--- config.mk ---
export PLATFORM = sky130hd
export DESIGN_NAME = ssd_scan_capture
export DESIGN_NICKNAME = d
export VERILOG_FILES = /design/src/rtl/ssd_scan_capture.sv
export SDC_FILE = /design/constraint.sdc
export NUM_CORES = 1
export LEC_CHECK = 0
export ABC_AREA = 1
export CAP_MARGIN = 20
export CORE_MARGIN = 1.5
export CORE_UTILIZATION = 45
export CTS_BUF_LIST = sky130_fd_sc_hd__clkbuf_8
export DETAILED_ROUTE_END_ITERATION = 6
export HOLD_SLACK_MARGIN = 0.05
export PLACE_DENSITY = 0.72
export SYNTH_ARGS = -nofsm -noshare
export SYNTH_HDL_FRONTEND = slang
export SYNTH_SLANG_ARGS = --single-unit
--- constraint.sdc ---
create_clock -name clk -period 6.7 [get_ports clk]
set_input_delay 1.34 -clock clk [delete_from_list [all_inputs] [get_ports clk]]
set_output_delay 1.34 -clock clk [all_outputs]
set_load 0.05 [all_outputs]
--- src/rtl/ssd_scan_capture.sv ---
// ssd_scan_capture: receive side of an 8-digit multiplexed seven-segment bus.
// Synchronizes the anode/cathode lines, waits for each scanned digit to hold
// still for STABLE_CYCLES, decodes the glyph back to hex and stores it in an
// 8-entry digit file with per-digit valid bits, readable through rd_sel.
module ssd_scan_capture #(
    parameter int STABLE_CYCLES = 4,
    parameter int SYNC_STAGES   = 2
) (
    input  logic       clk,
    input  logic       reset,
    input  logic       anode_0,
    input  logic       anode_1,
    input  logic       anode_2,
    input  logic       anode_3,
    input  logic       anode_4,
    input  logic       anode_5,
    input  logic       anode_6,
    input  logic       anode_7,
    input  logic       cathode_A,
    input  logic       cathode_B,
    input  logic       cathode_C,
    input  logic       cathode_D,
    input  logic       cathode_E,
    input  logic       cathode_F,
    input  logic       cathode_G,
    input  logic       clear,
    input  logic [2:0] rd_sel,
    output logic [3:0] rd_num,
    output logic       rd_valid,
    output logic [7:0] valid_mask,
    output logic       frame_done,
    output logic       seg_err,
    output logic       anode_err
);

    localparam int PW = 15;

    typedef enum logic [1:0] {
        IDLE   = 2'd0,
        SETTLE = 2'd1,
        HOLD   = 2'd2
    } state_t;

    // Decode an A..G cathode pattern (active-low) to {legal, hex value}.
    function automatic logic [4:0] glyph_decode(input logic [6:0] seg);
        logic [4:0] r;
        case (seg)
            7'b0000001: r = {1'b1, 4'h0};
            7'b1001111: r = {1'b1, 4'h1};
            7'b0010010: r = {1'b1, 4'h2};
            7'b0000110: r = {1'b1, 4'h3};
            7'b1001100: r = {1'b1, 4'h4};
            7'b0100100: r = {1'b1, 4'h5};
            7'b0100000: r = {1'b1, 4'h6};
            7'b0001111: r = {1'b1, 4'h7};
            7'b0000000: r = {1'b1, 4'h8};
            7'b0000100: r = {1'b1, 4'h9};
            7'b0001000: r = {1'b1, 4'hA};
            7'b1100000: r = {1'b1, 4'hB};
            7'b0110001: r = {1'b1, 4'hC};
            7'b1000010: r = {1'b1, 4'hD};
            7'b0110000: r = {1'b1, 4'hE};
            7'b0111000: r = {1'b1, 4'hF};
            default:    r = 5'b0_0000;
        endcase
        return r;
    endfunction

    logic [PW-1:0] raw_pat;
    logic [PW-1:0] sync_q [SYNC_STAGES];
    logic [PW-1:0] pat;
    logic [PW-1:0] pat_prev;
    logic [7:0]    anode_act;
    logic [6:0]    cath;
    logic          any_act;
    logic          change;

    assign raw_pat = {anode_7, anode_6, anode_5, anode_4,
                      anode_3, anode_2, anode_1, anode_0,
                      cathode_A, cathode_B, cathode_C, cathode_D,
                      cathode_E, cathode_F, cathode_G};

    // Input synchronizer chain; flops idle at 1, the inactive level.
    always_ff @(posedge clk or negedge reset) begin
        if (!reset) begin
            for (int s = 0; s < SYNC_STAGES; s++) sync_q[s] <= '1;
        end else begin
            sync_q[0] <= raw_pat;
            for (int s = 1; s < SYNC_STAGES; s++) sync_q[s] <= sync_q[s-1];
        end
    end

    assign pat       = sync_q[SYNC_STAGES-1];
    assign anode_act = ~pat[14:7];
    assign cath      = pat[6:0];
    assign any_act   = |anode_act;
    assign change    = (pat != pat_prev);

    // Previous synchronized pattern, used to detect any change of P.
    always_ff @(posedge clk or negedge reset) begin
        if (!reset) pat_prev <= '1;
        else        pat_prev <= pat;
    end

    logic [3:0] act_cnt;
    logic [2:0] act_idx;

    // Count active anodes and locate the (last) active one.
    always_comb begin
        act_cnt = '0;
        act_idx = '0;
        for (int i = 0; i < 8; i++) begin
            if (anode_act[i]) begin
                act_cnt = act_cnt + 4'd1;
                act_idx = 3'(i);
            end
        end
    end

    state_t     state_q, state_d;
    logic [7:0] cnt_q, cnt_d;
    logic [8:0] cnt_inc;
    logic       at_window;

    assign cnt_inc   = {1'b0, cnt_q} + 9'd1;
    assign at_window = (cnt_inc == 9'(STABLE_CYCLES));

    // FSM state and settle counter register.
    always_ff @(posedge clk or negedge reset) begin
        if (!reset) begin
            state_q <= IDLE;
            cnt_q   <= '0;
        end else begin
            state_q <= state_d;
            cnt_q   <= cnt_d;
        end
    end

    // Next-state: the counter tracks how many cycles P has held so far.
    always_comb begin
        state_d = state_q;
        cnt_d   = cnt_q;
        case (state_q)
            IDLE: begin
                if (any_act) begin
                    state_d = SETTLE;
                    cnt_d   = 8'd1;
                end
            end
            SETTLE: begin
                if (change) begin
                    if (any_act) cnt_d = 8'd1;
                    else         state_d = IDLE;
                end else if (at_window) begin
                    state_d = HOLD;
                    cnt_d   = cnt_inc[7:0];
                end else begin
                    cnt_d = cnt_inc[7:0];
                end
            end
            HOLD: begin
                if (change) begin
                    if (any_act) begin
                        state_d = SETTLE;
                        cnt_d   = 8'd1;
                    end else begin
                        state_d = IDLE;
                    end
                end
            end
            default: begin
                state_d = IDLE;
                cnt_d   = '0;
            end
        endcase
    end

    logic       eval;
    logic [4:0] dec;
    logic       do_write;
    logic       do_blank;
    logic       do_seg_err;
    logic       do_anode_err;

    // Output decode: the last SETTLE cycle of a full window evaluates P.
    always_comb begin
        eval         = (state_q == SETTLE) && !change && at_window;
        dec          = glyph_decode(cath);
        do_write     = eval && (act_cnt == 4'd1) && dec[4];
        do_blank     = eval && (act_cnt == 4'd1) && (cath == 7'h7F);
        do_seg_err   = eval && (act_cnt == 4'd1) && !dec[4] && (cath != 7'h7F);
        do_anode_err = eval && (act_cnt > 4'd1);
    end

    logic [7:0] valid_d;

    // Next valid mask; clear overrides any set in the same cycle.
    always_comb begin
        valid_d = valid_mask;
        if (do_write) valid_d[act_idx] = 1'b1;
        if (do_blank) valid_d[act_idx] = 1'b0;
        if (clear)    valid_d = '0;
    end

    logic [3:0] digit_q [8];

    // Valid bits, frame pulse and sticky error flags.
    always_ff @(posedge clk or negedge reset) begin
        if (!reset) begin
            valid_mask <= '0;
            frame_done <= 1'b0;
            seg_err    <= 1'b0;
            anode_err  <= 1'b0;
        end else begin
            valid_mask <= valid_d;
            frame_done <= (valid_d == 8'hFF) && (valid_mask != 8'hFF);
            seg_err    <= clear ? 1'b0 : (seg_err | do_seg_err);
            anode_err  <= clear ? 1'b0 : (anode_err | do_anode_err);
        end
    end

    // Digit register file; written on a legal glyph even when clear is high.
    always_ff @(posedge clk or negedge reset) begin
        if (!reset) begin
            for (int i = 0; i < 8; i++) digit_q[i] <= '0;
        end else if (do_write) begin
            digit_q[act_idx] <= dec[3:0];
        end
    end

    // Registered readback of the selected digit.
    always_ff @(posedge clk or negedge reset) begin
        if (!reset) begin
            rd_num   <= '0;
            rd_valid <= 1'b0;
        end else begin
            rd_num   <= digit_q[rd_sel];
            rd_valid <= valid_mask[rd_sel];
        end
    end

endmodule
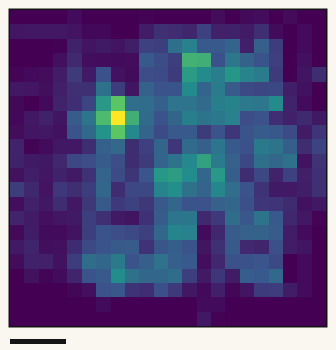
**Above:** wiring heat map.
The bar under the picture is 20 um long. 22 x 22 tiles, from dark purple (low) to yellow (high), scaled to the fullest tile. Values are wire area over tile area, all layers added.
nearly empty tiles = 19%
fullest tile = 0.87
densest ninth of the die = center
tiles over half the peak = 3.1%
overall global routing resource usage: 0.1975
WL per Instance: 13.75 um
Routed WL: 11400 um
total via count after detailed routing: 4463

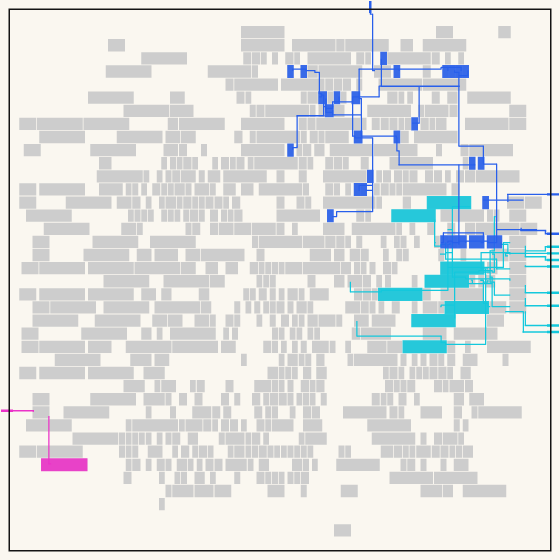
**Above:** I/O nets highlighted.
blue -> rd_sel  # bits 3, direction input, end cells 29, buffers 3, wire 335 um
magenta -> anode_1  # bits 1, direction input, end cells 1, buffers 1, wire 14.9 um
cyan -> valid_mask  # bits 8, direction output, end cells 8, buffers 8, wire 311 um
number of top-level pins: 37
IO Port Bufs: 36

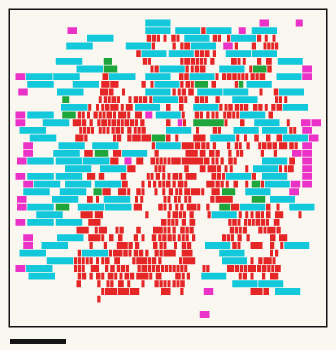
**Above:** cells colored by class.
The bar under the picture is 20 um long.
red -> remaining logic cells  # cells 527
green -> clock drivers and dummy loads  # cells 16
magenta -> remaining buffers and delay cells  # cells 40
cyan -> sequential cells  # cells 103

## worst min-delay path by stage
stage	startpoint	endpoint	slack [ps]
CTS	sync_q[21]$_DFF_PN1_	pat[6]$_DFF_PN1_	360
global route	sync_q[17]$_DFF_PN1_	pat[2]$_DFF_PN1_	360
detailed placement	sync_q[21]$_DFF_PN1_	pat[6]$_DFF_PN1_	350
finish	sync_q[21]$_DFF_PN1_	pat[6]$_DFF_PN1_	350
global placement	sync_q[24]$_DFF_PN1_	pat[9]$_DFF_PN1_	350
floorplan	sync_q[15]$_DFF_PN1_	pat[0]$_DFF_PN1_	350
## where the power goes
group,internal (mW),switching [mW],leakage [nW],total [mW]
registers,0.655,0.0202,1.27,0.675
logic,0.0753,0.143,1.43,0.218
clock network,0.177,0.223,0.102,0.400
total,0.908,0.386,2.80,1.29
## cell usage in the layout, fill, tap and decap left out, types with 8 or more instances in the layout
cell type	netlist	layout
sky130_fd_sc_hd__inv_1	73	73
sky130_fd_sc_hd__o22ai_1	8	8
sky130_fd_sc_hd__xnor2_1	12	12
sky130_fd_sc_hd__o21ai_0	58	58
sky130_fd_sc_hd__nand4_1	11	11
sky130_fd_sc_hd__ha_1	10	10
sky130_fd_sc_hd__nand3_1	48	48
sky130_fd_sc_hd__dfrtp_1	58	58
sky130_fd_sc_hd__dfstp_2	45	45
sky130_fd_sc_hd__nor3_1	17	17
sky130_fd_sc_hd__clkdlybuf4s50_1	0	35
sky130_fd_sc_hd__xor2_1	10	10
sky130_fd_sc_hd__a21oi_1	10	10
sky130_fd_sc_hd__nor2_1	72	72
sky130_fd_sc_hd__nand2_1	134	134
sky130_fd_sc_hd__clkbuf_8	0	9
## cells in the mapped netlist (all sizes together), types with 2 or more instances
cell type,count,share of area
dfrtp,58,0.27
buf,6,0.0077
nand4,15,0.024
nor3,19,0.020
a211oi,3,0.0042
a21oi,10,0.0094
nor2,74,0.054
nand3,55,0.059
o21ai,65,0.061
or2,5,0.0058
nand2,142,0.11
xor2,10,0.016
xnor2,12,0.020
inv,77,0.054
a31oi,5,0.0058
clkbuf,7,0.0049
a41oi,3,0.0049
o22ai,8,0.0094
ha,10,0.023
clkinv,3,0.0021
and2,2,0.0028
dfstp,45,0.22
nor4,4,0.0047
## cell families (layout without fill, tap and decap cells)
logic type,Yosys count,after routing
buffers and inverters,93,136
flip-flops,103,103
AND-OR/OR-AND,99,99
adder cells (fa/ha/maj),10,10
XOR/XNOR,22,22
AND/OR/NAND/NOR,316,316
## through the flow
step / util / cell area (sq um) / hold slack (ps) / setup slack (ps) / power, mW
final: 0.5254 / 6051 / 352.1 / 2005 / 1.294
after CTS: 0.5254 / 6051 / 358.6 / 2046 / 1.308
after floorplan: - / 5350 / 345.2 / 2721 / 0.8412
after detailed placement: 0.5077 / 5847 / 346.9 / 2079 / 0.9043
after global routing: 0.5254 / 6051 / 362.4 / 1533 / 1.369
after global placement: 0.5073 / 5842 / 345.4 / 2355 / 0.8925
## sequential cells by signal, summed over array words and instances (netlist names)
name / flops
anode_err: 1
cnt_q: 8
digit_q: 32
frame_done: 1
pat: 15
pat_prev: 15
rd_num: 4
rd_valid: 1
seg_err: 1
state_q: 2
sync_q: 15
valid_mask: 8
==> notes.md <==
The synthesis and PnR run went through. The flow ran to the end, but the final reports show violations. The final reports fail on design-rule violations. Looking at the cell usage after synthesis, the top flip-flop cell is sky130_fd_sc_hd__dfrtp_1. In this design, the stage delay of the slowest critical-path cell is 580 ps. Top fanout value on the critical path landed at 13. Largest net degree at the start of global routing landed at 71. Using the TritonRoute via totals, the vias-per-cell ratio works out to 5.384. Count of plain and timing-repair buffers landed at 40.

Final number of hold-violating endpoints landed at 0. Number of warnings the tools reported landed at 30. Met2 capacity usage during global routing landed at 0.3354. Number of remaining DRC errors landed at 2.

Vertical die dimension landed at 112.0 um. Share of synthesized cell area in and, or, nand and nor gates landed at 0.2771. The root buffer cell chosen for the clock tree is sky130_fd_sc_hd__clkbuf_8.

For the worst reg-to-reg path, the endpoint reported by OpenROAD is frame_done$_DFF_PN0_. The most critical setup path has its endpoint at frame_done$_DFF_PN0_. The synthesis log from Yosys contains 0 warnings.

Nets still carrying antenna violations after routing amount to 0. Sequential portion of the cell area landed at 0.4353. The first global-routing pass estimated slightly above 20000 um of wire. The worst setup path is launched from a flip-flop. Across the routed clock network, the largest skew measured is roughly 12 ps.
Power figures rest on the tool's default switching activity, not on a simulated workload.
